## src/rtl/mult_div_unit.sv

```systemverilog
`timescale 1ns/1ps
// Iterative MULT/MULTU/DIV/DIVU engine producing the HI/LO pair for the execute stage.
// Latency: 34 cycles start-to-write-strobe (2 for multiplies when MULT_DIV_FAST_MULT_EN is defined).
// Backpressure: none accepted; mult_busy stalls the pipeline and starts while busy are dropped.
//
// Optional feature macro: MULT_DIV_FAST_MULT_EN (single-cycle 32x32 multiplier for MULT/MULTU).
//
// Ports:
//   clk, rst                  - rising-edge clock, asynchronous active-low reset
//   mult_start, mult_op       - launch pulse and op select (00 MULT, 01 MULTU, 10 DIV, 11 DIVU)
//   mult_src_a, mult_src_b    - rs / rt operands (dividend / divisor for divides)
//   mult_busy                 - high while an operation is in flight
//   reg_file_mult_data_low    - LO result (product low half or quotient)
//   reg_file_mult_data_high   - HI result (product high half or remainder)
//   reg_file_mult_write       - one-cycle HI/LO write strobe
module mult_div_unit #(
  parameter int DATA_32_W = 32
) (
  input  logic                 clk,
  input  logic                 rst,
  input  logic                 mult_start,
  input  logic [1:0]           mult_op,
  input  logic [DATA_32_W-1:0] mult_src_a,
  input  logic [DATA_32_W-1:0] mult_src_b,
  output logic                 mult_busy,
  output logic [DATA_32_W-1:0] reg_file_mult_data_low,
  output logic [DATA_32_W-1:0] reg_file_mult_data_high,
  output logic                 reg_file_mult_write
);

  localparam int W = DATA_32_W;

  typedef enum logic [1:0] {
    S_IDLE,
    S_ITER,
    S_FIX,
    S_DONE
  } state_t;

  state_t         state_q,    state_d;
  logic [5:0]     cnt_q,      cnt_d;
  logic           is_div_q,   is_div_d;
  logic           neg_res_q,  neg_res_d;   // operand signs differ
  logic           neg_rem_q,  neg_rem_d;   // dividend was negative
  logic           div_zero_q, div_zero_d;
  logic [W-1:0]   opb_q,      opb_d;       // multiplicand / divisor magnitude
  logic [2*W-1:0] acc_q,      acc_d;       // {hi, lo}: {product} or {rem, quo}
  logic [W-1:0]   lo_q,       lo_d;
  logic [W-1:0]   hi_q,       hi_d;
  logic           write_q,    write_d;

  // Operand magnitudes; 0x80000000 maps to itself, which is the correct unsigned magnitude.
  logic           is_signed_op;
  logic           a_neg, b_neg;
  logic [W-1:0]   a_mag, b_mag;

  // One shift-add multiply step and one restoring divide step on the accumulator.
  logic [W:0]     mul_sum;
  logic [2*W-1:0] mul_next;
  logic [W:0]     div_rem_sh;
  logic           div_ge;
  logic [W:0]     div_rem_new;
  logic [2*W-1:0] div_next;

  // Sign-corrected results presented in FIX.
  logic [2*W-1:0] prod_fix;
  logic [W-1:0]   quo_fix, rem_fix;

  always_comb begin
    is_signed_op = ~mult_op[0];
    a_neg        = is_signed_op & mult_src_a[W-1];
    b_neg        = is_signed_op & mult_src_b[W-1];
    a_mag        = a_neg ? -mult_src_a : mult_src_a;
    b_mag        = b_neg ? -mult_src_b : mult_src_b;

    mul_sum      = {1'b0, acc_q[2*W-1:W]} + (acc_q[0] ? {1'b0, opb_q} : {(W+1){1'b0}});
    mul_next     = {mul_sum, acc_q[W-1:1]};

    // The remainder needs W+1 bits after the shift since rem < divisor before it.
    div_rem_sh   = {acc_q[2*W-1:W], acc_q[W-1]};
    div_ge       = (div_rem_sh >= {1'b0, opb_q});
    div_rem_new  = div_ge ? (div_rem_sh - {1'b0, opb_q}) : div_rem_sh;
    div_next     = {div_rem_new[W-1:0], acc_q[W-2:0], div_ge};

    prod_fix     = neg_res_q ? -acc_q : acc_q;
    // A zero divisor yields an all-ones quotient magnitude; keep it unsigned so LO stays all ones.
    quo_fix      = (neg_res_q & ~div_zero_q) ? -acc_q[W-1:0] : acc_q[W-1:0];
    rem_fix      = neg_rem_q ? -acc_q[2*W-1:W] : acc_q[2*W-1:W];
  end

  always_comb begin
    state_d    = state_q;
    cnt_d      = cnt_q;
    is_div_d   = is_div_q;
    neg_res_d  = neg_res_q;
    neg_rem_d  = neg_rem_q;
    div_zero_d = div_zero_q;
    opb_d      = opb_q;
    acc_d      = acc_q;
    lo_d       = lo_q;
    hi_d       = hi_q;
    write_d    = 1'b0;

    case (state_q)
      S_IDLE: begin
        if (mult_start) begin
          is_div_d   = mult_op[1];
          neg_res_d  = a_neg ^ b_neg;
          neg_rem_d  = a_neg;
          div_zero_d = (mult_src_b == {W{1'b0}});
          cnt_d      = 6'd0;
          // Same load for both ops: hi = 0, lo = multiplier / dividend.
          acc_d      = {{W{1'b0}}, a_mag};
          opb_d      = b_mag;
`ifdef MULT_DIV_FAST_MULT_EN
          if (!mult_op[1]) begin
            acc_d   = {{W{1'b0}}, a_mag} * {{W{1'b0}}, b_mag};
            state_d = S_FIX;
          end else begin
            state_d = S_ITER;
          end
`else
          state_d    = S_ITER;
`endif
        end
      end
      S_ITER: begin
        cnt_d = cnt_q + 6'd1;
        acc_d = is_div_q ? div_next : mul_next;
        if (cnt_q == 6'd31) begin
          state_d = S_FIX;
        end
      end
      S_FIX: begin
        if (is_div_q) begin
          lo_d = quo_fix;
          hi_d = rem_fix;
        end else begin
          lo_d = prod_fix[W-1:0];
          hi_d = prod_fix[2*W-1:W];
        end
        write_d = 1'b1;
        state_d = S_DONE;
      end
      S_DONE: begin
        state_d = S_IDLE;
      end
      default: begin
        state_d = S_IDLE;
      end
    endcase
  end

  always_ff @(posedge clk or negedge rst) begin
    if (!rst) begin
      state_q    <= S_IDLE;
      cnt_q      <= 6'd0;
      is_div_q   <= 1'b0;
      neg_res_q  <= 1'b0;
      neg_rem_q  <= 1'b0;
      div_zero_q <= 1'b0;
      opb_q      <= {W{1'b0}};
      acc_q      <= {(2*W){1'b0}};
      lo_q       <= {W{1'b0}};
      hi_q       <= {W{1'b0}};
      write_q    <= 1'b0;
    end else begin
      state_q    <= state_d;
      cnt_q      <= cnt_d;
      is_div_q   <= is_div_d;
      neg_res_q  <= neg_res_d;
      neg_rem_q  <= neg_rem_d;
      div_zero_q <= div_zero_d;
      opb_q      <= opb_d;
      acc_q      <= acc_d;
      lo_q       <= lo_d;
      hi_q       <= hi_d;
      write_q    <= write_d;
    end
  end

  assign mult_busy               = (state_q != S_IDLE);
  assign reg_file_mult_data_low  = lo_q;
  assign reg_file_mult_data_high = hi_q;
  assign reg_file_mult_write     = write_q;

endmodule

```

## config.mk

```make
export PLATFORM = sky130hd
export DESIGN_NAME = mult_div_unit
export DESIGN_NICKNAME = d
export VERILOG_FILES = /design/src/rtl/mult_div_unit.sv
export SDC_FILE = /design/constraint.sdc
export NUM_CORES = 1
export LEC_CHECK = 0
export CORE_MARGIN = 5
export CORE_UTILIZATION = 53
export CTS_CLUSTER_SIZE = 30
export DETAILED_ROUTE_END_ITERATION = 16
export PLACE_DENSITY = 0.78
export REMOVE_ABC_BUFFERS = 1
export SETUP_SLACK_MARGIN = 0.5
export SKIP_CTS_REPAIR_TIMING = 1
export SYNTH_ARGS = -nofsm -noshare
export SYNTH_HDL_FRONTEND = slang
export SYNTH_SLANG_ARGS = --single-unit
export TNS_END_PERCENT = 100
```

## constraint.sdc

```tcl
create_clock -name clk -period 3.25 [get_ports clk]
set_clock_uncertainty 0.1 [all_clocks]
set_input_delay 0.4875 -clock clk [delete_from_list [all_inputs] [get_ports clk]]
set_output_delay 0.4875 -clock clk [all_outputs]
set_load 0.05 [all_outputs]
```

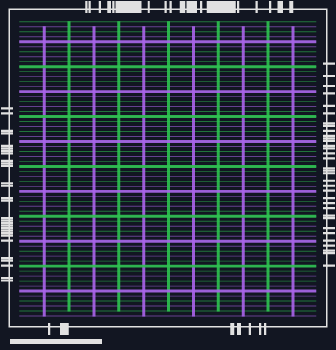
*PDN straps and rails, run 1*
Bar = 50 µm. Pins as bars on the die edge.
purple -> VSS
green -> VDD
rows = 59
met4 straps = 11
signal pins = 135
met1 rails = 60
Max VDD drop: 727 µV
Die Ht: 172 µm

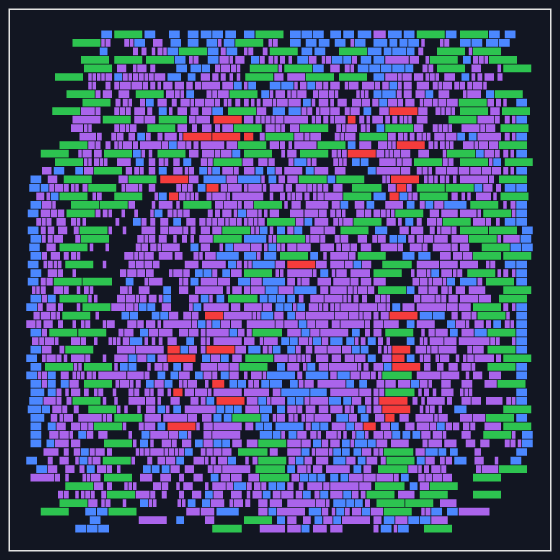
*Placement by cell class, run 1*
purple -> all other logic  # cells 1,472
green -> flip-flops  # cells 173
blue -> other buffers and delay cells  # cells 435
red -> clock drivers and dummy loads  # cells 31

==> results.cfg, run 1 <==
; flow metrics
[drt]
first_iter_violations = 1807
wire_per_inst_um = 21.1
ant_nets = 0
firstDrtPassIters = 6
drc = 0
num_vias = 15221

[setup_path]
crit_required_ns = 3.47
path_max_fanout = 6
path_class = flop to flop
r2r_setup_slack_ns = -0.12
path_delay_family = AND-OR/OR-AND gates
critPathBufInv = 3
crit_start = acc_q[0]
slowest_stage = dfrtp_1
worst_ep_arrival_time_ns = 3.58
critPathMaxStageDelay_ns = 0.42
crit_path_end_kind = flop
reg2reg_from = acc_q[0]

[timing]
tightest_slew_ns = 1.22
maxSlewViolCount = 0
finalSetupViolations = 5
period_used_share = 1.04
fin_hold_ws_ns = 0.359
finalHoldViolCount = 0
fmax_mhz = 297
slew_headroom = 0.179
rsz0062_at_grt = true
layout_setup_ws_ns = -0.117
period_needed_ns = 3.37

[logic_synthesis]
postSynth.asyncResetShare = 1.00
ys_chip_area_mm2 = 0.0140
topCellsByArea = dfrtp_1, ha_1, xnor2_1
edf_count = 0
ff_type = dfrtp_1
yosysTopAreaCell = dfrtp_1
synth_area_per_cell_um2 = 8.07
synth_cells = 1731
yosysUniqueCellTypes = 83
synth.top_cell.area_share = 0.310
ys_seq_share = 0.310
ys_ff = 173
yosysWarnings = 0
syn_area_mm2 = 0.0140
synth_stat.cells = 1731

[floorplan]
coreArea_mm2 = 0.0260
fp.dieArea_mm2 = 0.0297
die-width_um = 172
io_pins = 135
rows = 59
fp_util = 0.538

[clocking]
clockBufferDepth = 2
insertion_delay_ns = 0.45
numCtsBuffers = 17
htreeDepth = 4
cts_tree = done
cts-root-buf = clkbuf_16
clock_sinks = 173

[grt]
grt_pass1_vias = 13343
grt.overflow.total = 0
track_usage = 0.296
grt_pass1_wl_um = 69900
antenna_found_initial = 0

[layout]
lay_top_count = buf_4
final_layout_top_logic_cells = buf_4, nor2_1, nand2_1, dfrtp_1, a21oi_1
area_growth_pct = 43.6
drive_above_1_share = 0.294
antenna_cells = 0
final_area_mm2 = 0.0201
fill_cells = 1747
nets = 2242

[pwr]
p_per_area_mw_per_mm2 = 1160
p_leak_nw = 8.73
total_power_w = 0.0232

[hold_path]
hp-class = input pin to flop
hold_start = mult_src_b[5]

[place]
hpwl_um = 35300
placed_cells = 2343
placed_area_mm2 = 0.0172
gp_congestion = 0.990

[job]
drv_cap = 0
warnings = 28

[outcome]
status = finished, violations left
violations = negative setup slack
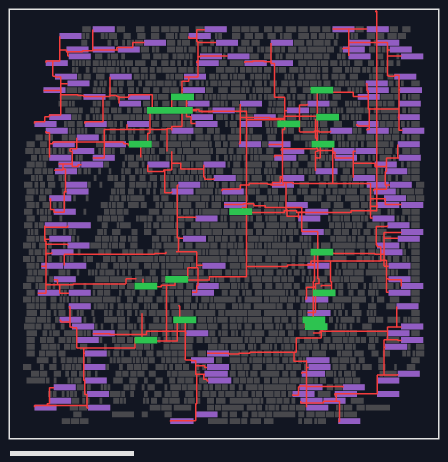
*Clock distribution, run 1*
Bar = 50 µm.
red -> clock wires  # length 2,590 µm
purple -> flip-flops  # count 173
green -> cells driving clock nets  # count 17
flops lie = widely spread

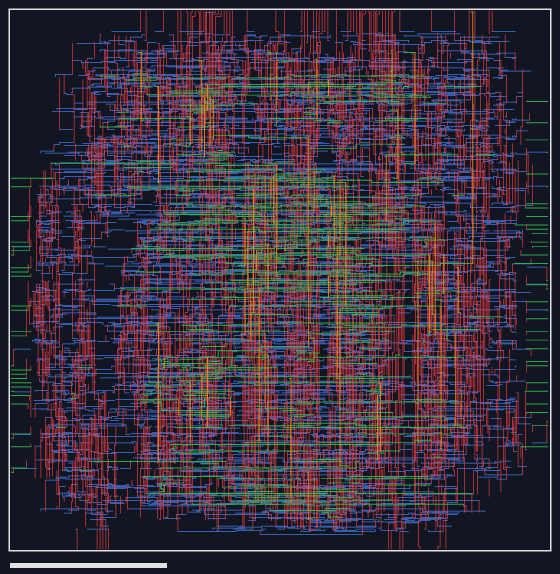
*Metal layers overlaid, run 1*
Bar = 50 µm.
red -> met2  # wire length 23.7 mm
orange -> met4  # wire length 1,460 µm
blue -> met1  # wire length 20.7 mm
green -> met3  # wire length 5,720 µm

run 1: registers in the layout (all words and copies together) (netlist names):
name and cells:
acc_q 64, opb_q 32, reg_file_mult_data_high 32, reg_file_mult_data_low 32, cnt_q 6, state_q 2
div_zero_q 1, is_div_q 1, neg_rem_q 1, neg_res_q 1, reg_file_mult_write 1
run 1: path summary, 6_finish.rpt:
| kind | to | cells past startpoint |
|---|---|---|
| setup / recovery | acc_q[60] | 14 |
| hold / removal | opb_q[5] | 4 |
| setup reg to reg | acc_q[60] | 14 |
| hold reg to reg | opb_q[3] | 2 |
| max in group asynchronous | acc_q[44] | 3 |
| min in group asynchronous | reg_file_mult_data_low[11] | 2 |
run 1: worst min-delay path, delay by kind of cell:
| kind | cells | cell delay (ns) |
|---|---|---|
| buffers and inverters | 2 | 0.21 |
| xor gates and xnor gates | 1 | 0.10 |
| AOI/OAI and AO/OA | 1 | 0.06 |
run 1: logic make-up (layout without fill, tap and decap cells):
logic type	count (synthesis)	in the layout	share of synthesized area
AOI/OAI and AO/OA	510	510	0.223
xor gates and xnor gates	173	173	0.108
adders and majority gates	74	74	0.0674
buffers and inverters	151	531	0.0449
DFF	173	173	0.310
muxes	72	72	0.0536
and+or+nand+nor	578	578	0.193
run 1: Yosys cell counts, types with 12 or more instances:
| cell type | instances |
|---|---|
| or3_1 | 17 |
| nand2b_1 | 20 |
| a22oi_1 | 13 |
| ha_1 | 72 |
| o31ai_1 | 16 |
| o221ai_1 | 12 |
| clkbuf_1 | 64 |
| mux2i_1 | 50 |
| nor4_1 | 17 |
| xor2_1 | 75 |
| nor3_1 | 44 |
| a21o_1 | 23 |
| xnor2_1 | 98 |
| o21ai_0 | 165 |
| inv_1 | 64 |
| nand2_1 | 188 |
| dfrtp_1 | 173 |
| o41ai_1 | 15 |
| nand3_1 | 26 |
| nor2_1 | 191 |
| nand4_1 | 13 |
| a21oi_1 | 166 |
| mux2_2 | 22 |
| a211oi_1 | 12 |
run 1: routing by layer:
layer  global-route usage  share of wire
met5                    0              0
met2                0.456           0.46
met4               0.0694          0.028
met3               0.0777           0.11
met1                0.420           0.40
run 1: through the flow:
step	TNS (ns)	utilization	worst slack (ns)
3_3_place_gp	-2.29	0.661	-0.234
4_1_cts	-2.62	0.683	-0.310
6_report	-0.262	0.772	-0.117
3_5_place_dp	-4.60	0.661	-0.295
5_1_grt	-0.685	0.772	-0.179
2_1_floorplan	-118.44	-	-2.36
run 1: where the power goes:
part | total (W) | internal [W] | switching (W)
clock | 0.00209 | 0.00102 | 0.00107
sequential | 0.00413 | 0.00315 | 0.000979
combinational | 0.0170 | 0.00732 | 0.00966
total | 0.0232 | 0.0115 | 0.0117
run 1: area by class of cell:
| class | instances | area (µm²) | area share |
|---|---|---|---|
| multi-input cells | 1407 | 10500 | 0.524 |
| well taps | 335 | 419 | 0.0209 |
| clock buffers | 17 | 425 | 0.0212 |
| repair buffers | 435 | 3950 | 0.197 |
| inverters | 65 | 244 | 0.0122 |
| clock inverters | 14 | 149 | 0.00743 |
| flip-flops and latches | 173 | 4350 | 0.217 |
--- run 2 (diff from run 1) ---
Settings changed: CORE_UTILIZATION 53 to 55, PLACE_DENSITY 0.78 to 0.77.
Clock period 3.25 ns to 4 ns, I/O delays scaled along.
==> run 2 against run 1 <==
Effect of this change: the flow now finishes without violations; via count fell by 11%; sequential power decreased by 19%; clock power shrank 16%; sequential cell count unchanged; first-iteration DRC count is 29% lower; register-to-register slack improved by 0.66 ns; count of clock-buffer cells in the layout unchanged; wire length down 15%; critical path type unchanged; critical endpoint unchanged; largest cell class unchanged; largest power group unchanged.
==> results.cfg, run 2 <==
; flow metrics
[outcome]
status = complete, no violations

[clocking]
cts-root-buf = clkbuf_16
clock_sinks = 173
numCtsBuffers = 17
cts_tree = done
insertion_delay_ns = 0.45
clk_pin_slew_worst_paths_ns = 0.09
htreeDepth = 4
clockBufferDepth = 2

[logic_synthesis]
synth_stat.cells = 1731
yosysUniqueCellTypes = 83
yosysMostFrequentCell = nor2_1
syn_area_mm2 = 0.0140
postSynth.asyncResetShare = 1.00
edf_count = 0
yosysTopAreaCell = dfrtp_1
synth.top_cell.area_share = 0.310
synth_area_per_cell_um2 = 8.07
ff_type = dfrtp_1
synth_cells = 1731
topCellsByArea = dfrtp_1, ha_1, xnor2_1
ys_ff = 173
yosysWarnings = 0
top_cells_by_count = nor2_1, nand2_1, dfrtp_1
ys_chip_area_mm2 = 0.0140
ys_seq_share = 0.310

[place]
dp_slack_ns = 0.143
io_buffers = 134
placed_cells = 2186
gp_congestion = 0.955
hpwl_um = 33100
placed_area_mm2 = 0.0160

[setup_path]
critPathBufInv = 4
worst_ep_arrival_time_ns = 3.66
path_delay_family = AND-OR/OR-AND gates
worstSetupPathDepth = 14
crit_required_ns = 4.20
start_kind = flop
slowest_stage = dfrtp_1
reg2regPathDepth = 14
worstPathCellList = clkinvlp_4 > buf_6 > nor2_4 > ha_4 > a21oi_2 > inv_1 > o41ai_2 > o21ai_1 > a311oi_1 > buf_4 > o21ai_1 > or3_1 > a221oi_2 > a311oi_1
path_class = flop to flop
path_max_fanout = 7
crit_path_end_kind = flop
critPathMaxStageDelay_ns = 0.40

[layout]
area_growth_pct = 22.1
final_area_mm2 = 0.0171
antenna_cells = 0
nets = 2031
drive_above_1_share = 0.122
fill_cells = 2113
final_layout_top_logic_cells = nand2_1, nor2_1, dfrtp_1, a21oi_1, o21ai_0
register_area_mm2 = 0.00433
lay_top_count = nand2_1
largest_reg_flops = 64
fin_cells = 2231
regMostFlops = acc_q
comb_area_mm2 = 0.00933

[drt]
firstDrtPassIters = 5
ant_nets = 0
wire_per_inst_um = 19.6
first_iter_violations = 1291
via_per_inst = 6.05
drc = 0
num_vias = 13505
finalWirelength_um = 43600

[timing]
slew_headroom = 0.380
finalSetupViolations = 0
maxSlewViolCount = 0
tightest_slew_ns = 0.930
layout_setup_ws_ns = 0.547
period_used_share = 0.863
period_needed_ns = 3.45
fmax_mhz = 290
finalHoldViolCount = 0
rsz0062_at_grt = true
fin_hold_ws_ns = 0.0201

[pwr]
p_leak_nw = 7.37
p_per_area_mw_per_mm2 = 926
total_power_w = 0.0158
irDropWorstVdd_uv = 767

[floorplan]
die-width_um = 169
die_y_um = 169
io_pins = 135
fp.dieArea_mm2 = 0.0287
fp_util = 0.556

[grt]
track_usage = 0.295
grt.overflow.total = 0
antenna_found_initial = 0
grt_max_degree = 79
grt_pass1_wl_um = 68100
grt_pass1_vias = 12773

[job]
warnings = 28
drv_cap = 0

[hold_path]
hp-class = input pin to asynchronous set/reset pin
## run 2: cell types whose count changed in the layout (fill, tap and decap cells not counted), sizes merged
cell           previous run  this run
buf                     298        91
clkdlybuf4s50           122       133
dlymetal6s2s             11         0
clkbuf                   20        17
clkinv                    8         9
dlygate4sd3               1         0
## run 2: layout make-up
cell class	count	area share
Sequential cell	173	0.254
Tap cell	330	0.0242
Clock buffer	17	0.0249
Inverter	65	0.0145
Clock inverter	15	0.0110
Multi-Input combinational cell	1407	0.547
Timing Repair Buffer	224	0.124
## run 2: final timing paths
check                           startpoint         to  slack (ns)
worst min register to register   opb_q[13]  opb_q[13]        0.38
worst max-delay path              acc_q[0]  acc_q[60]        0.55
min in group clk                 opb_q[13]  opb_q[13]        0.38
worst min-delay path                   rst  opb_q[11]        0.02
worst max register to register    acc_q[0]  acc_q[60]        0.55
max in group asynchronous              rst  acc_q[35]        2.83
## run 2: where the power goes
part	switching [W]	leakage [nW]	internal, W	total, W
registers	0.000806	2.12	0.00255	0.00336
clock network	0.000898	0.298	0.000855	0.00175
logic	0.00650	4.95	0.00418	0.0107
total	0.00820	7.37	0.00758	0.0158
## run 2: cells by family after synthesis
group,Yosys count,share of synthesized area
mux,72,0.0536
buf+inv,151,0.0449
xor+xnor,173,0.108
simple gates,578,0.193
fa+ha+maj,74,0.0674
compound gates,510,0.223
flops,173,0.310
## run 2: through the flow
step / setup TNS (ns) / utilization
floorplan: -72.47 / -
CTS: 0 / 0.663
finish: 0 / 0.679
detailed placement: 0 / 0.638
global route: 0 / 0.679
global placement: 0 / 0.638
## run 2: layer usage
layer  up-vias  GRT usage  share of wire
li1       6500          -              -
met1      6346      0.428           0.44
met2       573      0.450           0.44
met3        86     0.0582          0.086
met4         0     0.0893          0.025
met5         -          0              0
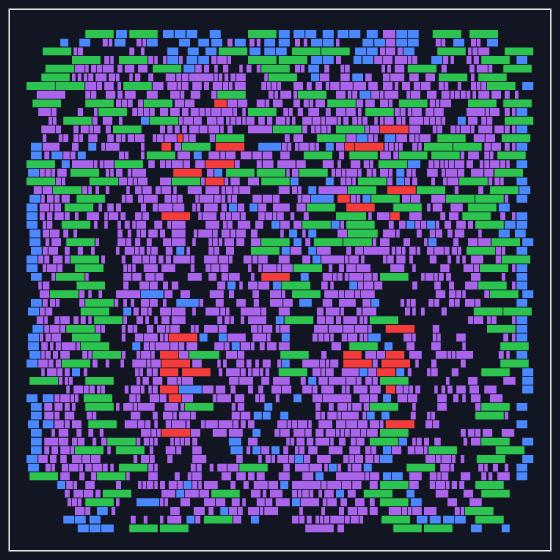
*Placement by cell class, run 2*
purple -> all other logic  # cells 1,472
green -> flip-flops  # cells 173
blue -> other buffers and delay cells  # cells 224
red -> clock drivers and dummy loads  # cells 32
# rows: 58
sequential share of cell area: 0.254
Core ar.: 0.0251 mm²

Power and IR drop assume default switching activity.
